<file path="config.mk">
export PLATFORM = sky130hd
export DESIGN_NAME = div_dispatch
export DESIGN_NICKNAME = d
export VERILOG_FILES = /design/src/rtl/div_dispatch_pkg.sv /design/src/rtl/div_opfifo.sv /design/src/rtl/div_dispatch.sv
export SDC_FILE = /design/constraint.sdc
export NUM_CORES = 1
export LEC_CHECK = 0
export CORE_ASPECT_RATIO = 1.25
export CORE_UTILIZATION = 40
export DETAILED_ROUTE_END_ITERATION = 12
export PLACE_DENSITY = 0.73
export REMOVE_ABC_BUFFERS = 1
export SLEW_MARGIN = 10
export SYNTH_ARGS = -nofsm -noshare
export SYNTH_HDL_FRONTEND = slang
export SYNTH_SLANG_ARGS = --single-unit
</file>
<file path="constraint.sdc">
create_clock -name clk -period 2.1 [get_ports clk]
set_input_delay 0.21 -clock clk [delete_from_list [all_inputs] [get_ports clk]]
set_output_delay 0.21 -clock clk [all_outputs]
set_load 0.02 [all_outputs]
</file>
<file path="src/rtl/div_dispatch_pkg.sv">
// Shared types and encodings for the divider dispatch block.
package div_dispatch_pkg;

  localparam int DATA_W_DEF = 10;

  typedef enum logic [1:0] {
    S_IDLE  = 2'd0,
    S_ISSUE = 2'd1,
    S_WAIT  = 2'd2,
    S_HOLD  = 2'd3
  } state_e;

  localparam logic [1:0] ST_OK  = 2'b00;
  localparam logic [1:0] ST_DVZ = 2'b01;
  localparam logic [1:0] ST_OVF = 2'b10;
  localparam logic [1:0] ST_TMO = 2'b11;

endpackage

</file>
<file path="src/rtl/div_opfifo.sv">
// Operand-pair FIFO: power-of-two depth, wrapping pointers, explicit occupancy count.
module div_opfifo #(
  parameter int W     = 20,
  parameter int DEPTH = 4
) (
  input  logic         clk,
  input  logic         sclr,
  input  logic         push,
  input  logic [W-1:0] din,
  input  logic         pop,
  output logic [W-1:0] dout,
  output logic         full,
  output logic         empty
);
  localparam int AW = $clog2(DEPTH);
  localparam int CW = $clog2(DEPTH + 1);

  logic [W-1:0]  mem_q [DEPTH];
  logic [AW-1:0] wr_ptr_q, wr_ptr_d, rd_ptr_q, rd_ptr_d;
  logic [CW-1:0] count_q, count_d;
  logic          do_push, do_pop;

  assign full    = (count_q == CW'(DEPTH));
  assign empty   = (count_q == '0);
  assign do_push = push && !full;
  assign do_pop  = pop && !empty;
  assign dout    = mem_q[rd_ptr_q];

  always_comb begin
    wr_ptr_d = wr_ptr_q;
    rd_ptr_d = rd_ptr_q;
    count_d  = count_q;
    if (do_push) wr_ptr_d = wr_ptr_q + 1'b1;
    if (do_pop)  rd_ptr_d = rd_ptr_q + 1'b1;
    case ({do_push, do_pop})
      2'b10:   count_d = count_q + 1'b1;
      2'b01:   count_d = count_q - 1'b1;
      default: count_d = count_q;
    endcase
  end

  always_ff @(posedge clk) begin
    if (sclr) begin
      wr_ptr_q <= '0;
      rd_ptr_q <= '0;
      count_q  <= '0;
    end else begin
      wr_ptr_q <= wr_ptr_d;
      rd_ptr_q <= rd_ptr_d;
      count_q  <= count_d;
    end
  end

  // Storage needs no reset; occupancy is tracked by count_q.
  always_ff @(posedge clk) begin
    if (do_push) mem_q[wr_ptr_q] <= din;
  end

endmodule

</file>
<file path="src/rtl/div_dispatch.sv">
// Queues operand pairs and issues them one at a time to a multicycle divider,
// returning quotient plus status (ok / divide-by-zero / overflow / timeout).
module div_dispatch
  import div_dispatch_pkg::*;
#(
  parameter int DATA_W  = DATA_W_DEF,
  parameter int DEPTH   = 4,
  parameter int TIMEOUT = 64
) (
  input  logic              clk,
  input  logic              sclr,
  input  logic              in_valid,
  output logic              in_ready,
  input  logic [DATA_W-1:0] in_a,
  input  logic [DATA_W-1:0] in_b,
  output logic              div_start,
  output logic [DATA_W-1:0] div_a,
  output logic [DATA_W-1:0] div_b,
  input  logic              div_valid,
  input  logic              div_dvz,
  input  logic              div_ovf,
  input  logic [DATA_W-1:0] div_q,
  output logic              out_valid,
  input  logic              out_ready,
  output logic [DATA_W-1:0] out_q,
  output logic [1:0]        out_status
);
  localparam int TW = $clog2(TIMEOUT + 1);

  state_e              state_q, state_d;
  logic [TW-1:0]       timer_q, timer_d, timer_inc;
  logic                dvz_q, dvz_d;
  logic [DATA_W-1:0]   a_q, a_d, b_q, b_d, q_q, q_d;
  logic [1:0]          st_q, st_d;
  logic                fifo_full, fifo_empty, fifo_pop;
  logic [2*DATA_W-1:0] fifo_dout;

  assign in_ready   = !fifo_full;
  assign fifo_pop   = (state_q == S_ISSUE);
  assign div_start  = (state_q == S_ISSUE);
  assign out_valid  = (state_q == S_HOLD);
  assign div_a      = a_q;
  assign div_b      = b_q;
  assign out_q      = q_q;
  assign out_status = st_q;
  assign timer_inc  = timer_q + 1'b1;

  div_opfifo #(.W(2*DATA_W), .DEPTH(DEPTH)) u_fifo (
    .clk   (clk),
    .sclr  (sclr),
    .push  (in_valid && in_ready),
    .din   ({in_a, in_b}),
    .pop   (fifo_pop),
    .dout  (fifo_dout),
    .full  (fifo_full),
    .empty (fifo_empty)
  );

  always_comb begin
    state_d = state_q;
    timer_d = timer_q;
    dvz_d   = dvz_q;
    a_d     = a_q;
    b_d     = b_q;
    q_d     = q_q;
    st_d    = st_q;
    case (state_q)
      S_IDLE: if (!fifo_empty) state_d = S_ISSUE;
      S_ISSUE: begin
        {a_d, b_d} = fifo_dout;
        dvz_d      = 1'b0;
        timer_d    = '0;
        state_d    = S_WAIT;
      end
      S_WAIT: begin
        if (div_dvz) dvz_d = 1'b1;
        // Completion beats timeout; ovf beats a simultaneous normal completion.
        if (div_ovf) begin
          q_d     = div_q;
          st_d    = ST_OVF;
          state_d = S_HOLD;
        end else if (div_valid) begin
          q_d     = div_q;
          st_d    = (dvz_q || div_dvz) ? ST_DVZ : ST_OK;
          state_d = S_HOLD;
        end else if (timer_inc == TW'(TIMEOUT)) begin
          q_d     = '0;
          st_d    = ST_TMO;
          state_d = S_HOLD;
        end else begin
          timer_d = timer_inc;
        end
      end
      S_HOLD: if (out_ready) state_d = fifo_empty ? S_IDLE : S_ISSUE;
      default: state_d = S_IDLE;
    endcase
  end

  always_ff @(posedge clk) begin
    if (sclr) begin
      state_q <= S_IDLE;
      timer_q <= '0;
      dvz_q   <= 1'b0;
      a_q     <= '0;
      b_q     <= '0;
      q_q     <= '0;
      st_q    <= ST_OK;
    end else begin
      state_q <= state_d;
      timer_q <= timer_d;
      dvz_q   <= dvz_d;
      a_q     <= a_d;
      b_q     <= b_d;
      q_q     <= q_d;
      st_q    <= st_d;
    end
  end

endmodule

</file>
Figure 1. The clock network.
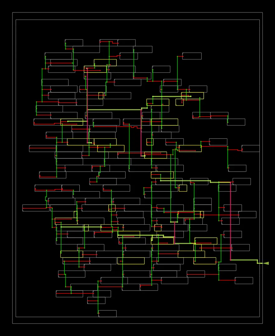
CTS Buf Count: 17
layout clock buffer count: 18

==> flow_results.org <==
#+TITLE: Flow metrics

** Route
- Wire segments on met2 add up to 5.37 mm in the final route.
- Sum of routed wire segments on met1 :: about 4.0 mm
- Routed length on met3 :: about 610 µm
- The final route contains ~3100 vias.
- The count of nets left with antenna violations once routing finished came out at 0.

** Layout
- Per the layout report, the design carries roughly 1000 filler cells.
- After layout, the buffer instance count without clock buffers stands at a little over 90.
- FFs & Latches :: ~130
- Proportion of layout cells with a drive suffix above 1 :: between 20% and 30%
- For this run, the number of standard cells in the final layout without fillers is about 610.
- At the end of the flow, the number of nets in the layout was about 480.
- In the final design, more cell area goes to sequential cells than to any other class.

** Synthesis
- Number of cell instances after yosys synthesis :: ~340
- Xor-xnor portion of the synthesized cell area :: ~1.0%
- Dominant combinational cell family by area after synthesis :: multiplexers
- Number of synthesis warnings :: 0
- Post-synth top flop :: sky130_fd_sc_hd__edfxtp_1
- The synthesis stat section lists a flop and latch total of between 100 and 150.
- Most frequent cells after synthesis :: sky130_fd_sc_hd__edfxtp_1, sky130_fd_sc_hd__dfxtp_1, sky130_fd_sc_hd__nor2_1
- In the synthesis report, Yosys lists the chip area as approximately 5100 µm².
- Synthesized cell area :: a little over 5000 µm²
- Compound Share, Synth :: 5.36%
- After technology mapping, the gate count stands at 337.
- Top area cells in the synthesized netlist :: sky130_fd_sc_hd__edfxtp_1, sky130_fd_sc_hd__dfxtp_1, sky130_fd_sc_hd__mux4_2

** Critical path
- Critical path launch point :: u_fifo.count_q[1]
- The critical path in this run is classified as flop to flop.
- The report puts the cell count of the worst reg-to-reg path at 10.
- STA puts the critical path data arrival time at between 2000 and 2500 ps.
- CP Capture Point :: u_fifo.count_q[2]
- Cell Chain, Critical Path :: inv_2 -> nand3_1 -> and2_4 -> inv_1 -> ha_2 -> inv_1 -> fa_2 -> xor2_1 -> or3_1 -> a21oi_1
- Per the timing report, the most critical flop-to-flop path originates at u_fifo.count_q[1].
- The kind of cell with the highest combined delay along the critical path is simple AND/OR/NAND/NOR gates.

** Run
- Across all stage logs, warnings added up to 32.

** Global routing
- The via count of the first global-routing pass came to about 3200.
- Global routing used ~17% of the available tracks.
- Aggregate global routing overflow :: 0

** Clocking
- TritonCTS built the clock tree.
- Quantity of hold-fixing buffers added after cts :: 0
- The clock passes through at most 2 buffers.
- H-tree levels :: 4
- Setup repair bufs after CTS :: 0
- Post-CTS repair ended up resizing 5 cells.

** Worst hold path
- WHS Endpoint :: div_b[4]
- Worst hold path depth :: 2

** Floorplanning
- Tap cells :: roughly 160
- # IOs :: 72

** Final timing
- Clock tree skew after final layout :: 5.97 ps
- Post-route setup TNS :: 0 ps
- Setup repair after global routing left no endpoint under its margin.
- Total count of hold-check failures in the final report :: 0

** Pwr
- Net switching power of the design :: around 2200 µW
- Reported leakage power :: approximately 0.0024 µW
- Leading power group :: sequential cells
- Internal portion of total power :: 6090 µW
- Clock network fraction of total power :: roughly two fifths

** Placement
- Placed Instances :: a little under 600
- Per the gpl log, the routability congestion estimate is 0.820.

** Run status
- Result of the run :: finished clean
Figure 2. Sequential cells grouped by signal name.
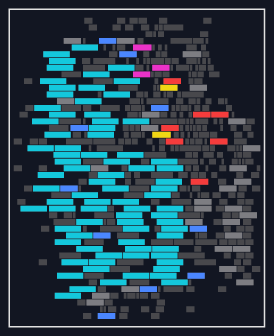
| colour | netlist name | flops |
|---|---|---|
| magenta | u_fifo.count_q | 3 |
| red | timer_q | 7 |
| blue | div_a | 10 |
| yellow | u_fifo.rd_ptr_q | 2 |
| cyan | u_fifo.mem_q | 80 |
not coloured: 27
utilization of the core after routing: 55.2%
Power Sequential: 3190 µW
sequential cell area in the final layout: 3390 µm²
flop share of the area: 50.0%

Power is estimated from default activity; no workload was simulated.
